**src/rtl/br_pred_stats.sv**
```systemverilog
// br_pred_stats: per-channel branch prediction counters with snapshot reads, report strobe and optional sliding window (macro BR_PRED_STATS_WINDOW_EN)
module br_pred_stats #(
  parameter int N_CH = 4,
  parameter int CNT_W = 32,
  parameter int WIN_DEPTH = 16,
  parameter int RPT_PERIOD = 50,
  localparam int CH_W = (N_CH > 1) ? $clog2(N_CH) : 1,
  localparam int WIN_W = $clog2(WIN_DEPTH + 1)
) (
  input  logic             i_clk,
  input  logic             i_rst_n,
  input  logic             i_is_br,
  input  logic             i_is_correct,
  input  logic [CH_W-1:0]  i_ch,
  input  logic             i_clr,
  input  logic             i_rd_req,
  input  logic [CH_W-1:0]  i_rd_ch,
  output logic             o_rd_vld,
  output logic [CNT_W-1:0] o_rd_br,
  output logic [CNT_W-1:0] o_rd_correct,
  output logic [WIN_W-1:0] o_win_correct,
  output logic             o_win_full,
  output logic             o_rpt_pulse,
  output logic             o_sat
);
  localparam int RP_W = (RPT_PERIOD > 1) ? $clog2(RPT_PERIOD) : 1;
  localparam logic [CNT_W-1:0] MAX = '1;
  localparam logic [RP_W-1:0] RP_LAST = RP_W'(RPT_PERIOD - 1);
  logic [CNT_W-1:0] br_cnt [N_CH];
  logic [CNT_W-1:0] co_cnt [N_CH];
  logic [RP_W-1:0] rpt_cnt;
  logic acc;
  logic rd_ok;
  logic any_max;
  assign acc = i_is_br && !i_clr && (32'(i_ch) < N_CH);
  assign rd_ok = 32'(i_rd_ch) < N_CH;
  for (genvar g = 0; g < N_CH; g++) begin : g_ch
    // saturating branch and correct counters for one channel; clear wins over a same-cycle branch
    always_ff @(posedge i_clk or negedge i_rst_n)
      if (!i_rst_n) begin
        br_cnt[g] <= '0;
        co_cnt[g] <= '0;
      end else if (i_clr) begin
        br_cnt[g] <= '0;
        co_cnt[g] <= '0;
      end else if (acc && i_ch == CH_W'(g)) begin
        if (br_cnt[g] != MAX) br_cnt[g] <= br_cnt[g] + 1'b1;
        if (i_is_correct && co_cnt[g] != MAX) co_cnt[g] <= co_cnt[g] + 1'b1;
      end
  end
  // detect any counter sitting at its ceiling
  always_comb begin
    any_max = 1'b0;
    for (int k = 0; k < N_CH; k++) any_max = any_max | (br_cnt[k] == MAX) | (co_cnt[k] == MAX);
  end
  // sticky saturation flag
  always_ff @(posedge i_clk or negedge i_rst_n)
    if (!i_rst_n) o_sat <= 1'b0;
    else o_sat <= i_clr ? 1'b0 : (o_sat | any_max);
  // one-cycle snapshot read of pre-update counter values; data holds between reads
  always_ff @(posedge i_clk or negedge i_rst_n)
    if (!i_rst_n) begin
      o_rd_vld <= 1'b0;
      o_rd_br <= '0;
      o_rd_correct <= '0;
    end else begin
      o_rd_vld <= i_rd_req;
      if (i_rd_req) begin
        o_rd_br <= rd_ok ? br_cnt[i_rd_ch] : '0;
        o_rd_correct <= rd_ok ? co_cnt[i_rd_ch] : '0;
      end
    end
  // modulo report counter; the pulse follows the branch that wraps it
  always_ff @(posedge i_clk or negedge i_rst_n)
    if (!i_rst_n) begin
      rpt_cnt <= '0;
      o_rpt_pulse <= 1'b0;
    end else if (i_clr) begin
      rpt_cnt <= '0;
      o_rpt_pulse <= 1'b0;
    end else begin
      o_rpt_pulse <= acc && rpt_cnt == RP_LAST;
      if (acc) rpt_cnt <= (rpt_cnt == RP_LAST) ? '0 : rpt_cnt + 1'b1;
    end
`ifdef BR_PRED_STATS_WINDOW_EN
  logic [WIN_DEPTH-1:0] hist;
  logic [WIN_W-1:0] fill;
  // shift accepted outcomes into the history, retiring the oldest once full, and track the correct count
  always_ff @(posedge i_clk or negedge i_rst_n)
    if (!i_rst_n) begin
      hist <= '0;
      fill <= '0;
      o_win_full <= 1'b0;
      o_win_correct <= '0;
    end else if (i_clr) begin
      hist <= '0;
      fill <= '0;
      o_win_full <= 1'b0;
      o_win_correct <= '0;
    end else if (acc) begin
      hist <= {hist[WIN_DEPTH-2:0], i_is_correct};
      fill <= o_win_full ? fill : fill + 1'b1;
      o_win_full <= o_win_full | (fill == WIN_W'(WIN_DEPTH - 1));
      o_win_correct <= o_win_correct + WIN_W'(i_is_correct) - WIN_W'(o_win_full & hist[WIN_DEPTH-1]);
    end
`else
  assign o_win_correct = '0;
  assign o_win_full = 1'b0;
`endif
endmodule

```
**config.mk**
```make
export PLATFORM = sky130hd
export DESIGN_NAME = br_pred_stats
export DESIGN_NICKNAME = d
export VERILOG_FILES = /design/src/rtl/br_pred_stats.sv
export SDC_FILE = /design/constraint.sdc
export NUM_CORES = 1
export LEC_CHECK = 0
export ABC_AREA = 0
export CORE_ASPECT_RATIO = 0.5
export CORE_MARGIN = 4
export CORE_UTILIZATION = 50
export DETAILED_ROUTE_END_ITERATION = 8
export HOLD_SLACK_MARGIN = 0.15
export MAX_ROUTING_LAYER = met4
export PLACE_DENSITY = 0.68
export SYNTH_ARGS = -nofsm -noshare
export SYNTH_HDL_FRONTEND = slang
export SYNTH_SLANG_ARGS = --single-unit
```
**constraint.sdc**
```tcl
create_clock -name i_clk -period 2.4 [get_ports i_clk]
set_input_delay 0.48 -clock i_clk [delete_from_list [all_inputs] [get_ports i_clk]]
set_output_delay 0.48 -clock i_clk [all_outputs]
set_load 0.02 [all_outputs]
```
==> images/clocks.png <==
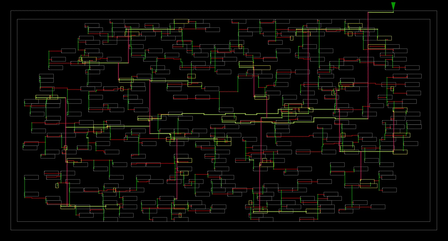
Num CTS Buffers: 31
registers: 329
clock buffers: 40
clock-net power: 5370 uW
CTS Sinks: 329

==> images/flops_by_reg.png <==
(1.5 px per um) Other sequential cells in the stronger grey, the rest of the logic in the fainter grey.
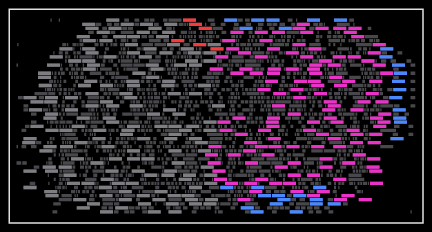
- blue: o_rd_correct (placed flops 32)
- magenta: co_cnt (placed flops 128)
- red: rpt_cnt (placed flops 6; where top centre)
- not coloured: 163
Seq. pwr: 5560 uW
flop share of the area: 0.386
register area: 8230 um^2
Core Util, Final: 0.613

==> images/io_fan.png <==
(2 px per um)
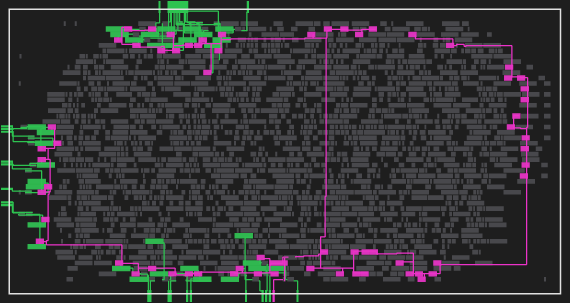
- magenta: i_rd_req (bits 1; direction input; edge bottom; end cells 65; buffers 2; wire 944 um)
- green: o_rd_br (bits 32; direction output; edge 13 top, 11 bottom, 8 left; end cells 32; buffers 32; wire 901 um)
# IOs: 83
number of I/O port buffers: 76

==> images/wires.png <==
(2 px per um)
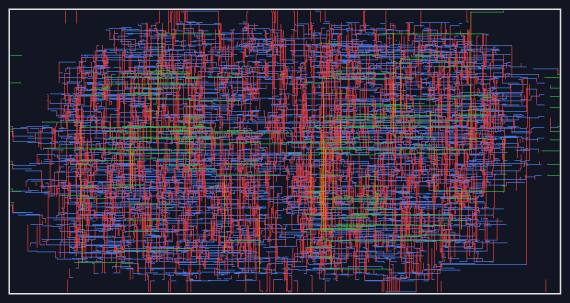
- blue: metal 1 (wire length 21.2 mm)
- green: metal 3 (wire length 3120 um)
- orange: metal 4 (wire length 874 um)
- red: metal 2 (wire length 20.8 mm)

state kept, by name, summed over array words and instances, names as in the netlist:
name,count
br_cnt,128
co_cnt,128
o_rd_br,32
o_rd_correct,32
o_rd_vld,1
o_rpt_pulse,1
o_sat,1
rpt_cnt,6
layout make-up:
type                            instances  area [um^2]  area share
Clock inverter                         17          243      0.0114
Inverter                               26         97.6     0.00458
Tap cell                              475          594      0.0279
Clock buffer                           40          860      0.0403
Timing Repair Buffer                  238         2140       0.100
Sequential cell                       329         8230       0.386
Multi-Input combinational cell       1277         9150       0.429
power groups by stage:
stage / clock network (uW) / registers, uW / logic (uW)
after global placement: 0 / 5670 / 495
final: 5370 / 5560 / 488
after CTS: 5490 / 5560 / 501
after floorplan: 0 / 5670 / 237
after global routing: 5720 / 5560 / 543
after detailed placement: 0 / 5670 / 500
==> impl_metrics.json <==
{
  "cp.required_ps": 2890,
  "setup_violations": 0,
  "synthCells": 1713,
  "die_h_um": 141,
  "die_w_um": 275,
  "irDropWorstVdd_mv": 0.451,
  "hold-worst-slack_ps": 347,
  "top_cells_by_area": "dfrtp_1, mux4_2, xnor2_1",
  "top_area_frac": 0.462,
  "wl_met1_um": 21200,
  "initCoreUtil": 0.512,
  "mostFrequentLayoutCells": "dfrtp_1, nor2_1, buf_4",
  "slowest_delay_ps": 470,
  "hold_end": "o_rd_vld",
  "critPathKind": "register to register",
  "yosys_cells": 1713,
  "ys_top_cells_by_count": "dfrtp_1, nor2_1, xnor2_1, xor2_1, nand4_1",
  "syn_area_per_cell_um2": 10.4,
  "gr-total-overflow": 0,
  "swShare": 0.223,
  "maxCapViolCount": 0,
  "drc": 0,
  "fmax_ghz": 0.436,
  "ys_seq_share": 0.462,
  "htree_levels": 1,
  "cts_tree": "done",
  "highest_layer": "met4",
  "hold_violations": 0,
  "min_from": "i_rd_req",
  "clockBufferDepth": 3,
  "ys_sh_aoi": 0.0340,
  "slew_violations": 0,
  "post_cts_resized": 1,
  "crit_arrival_ps": 2790,
  "drt_wl_total_um": 46000,
  "synth_warnings": 0,
  "cts_hold_buffers": 1,
  "ys_sh_simple": 0.241,
  "lay_top_count": "dfrtp_1",
  "total_power_uw": 11400,
  "period_needed_ps": 2290,
  "r2r_end": "br_cnt[125]",
  "met2_usage": 0.370,
  "outcome": "finished, final reports clean",
  "synth-xor-area-share": 0.106,
  "max_slew.worst_pin.slew_ps": 909,
  "grt_pass1_wl_um": 75200,
  "power_density_nw_per_um2": 536,
  "insertion_delay_ps": 580,
  "end_kind": "register",
  "async_flop_share": 1.00,
  "period_used_share": 0.956,
  "grt.met3_usage": 0.0446,
  "vias": 14100,
  "ff2ff_path_depth": 7,
  "grt_max_degree": 200,
  "ant_nets": 0,
  "clock-skew-final_ps": 10.4,
  "cts_setup_buffers": 0,
  "nets": 1923,
  "dp_hpwl_um": 32900,
  "fa_ha_area_frac": 0.00703,
  "yosys.area.top_type": "dfrtp_1",
  "grt_most_used_layer": "met2",
  "rrSetupSlack_ps": 110,
  "critPathTopFamily": "simple AND/OR/NAND/NOR gates",
  "cp.depth": 7,
  "critPathCapture": "br_cnt[125]",
  "combPwrFrac": 0.043,
  "hold_path_depth": 2,
  "worst-path-buf-inv": 1,
  "drive_gt1_frac": 0.197,
  "fp.dieArea_um2": 38900,
  "p_clk_frac": 0.470,
  "grt_use_met1": 0.359,
  "coreArea_um2": 34800,
  "grtUsageTotal": 0.247
}
Power is estimated from default activity; no workload was simulated.
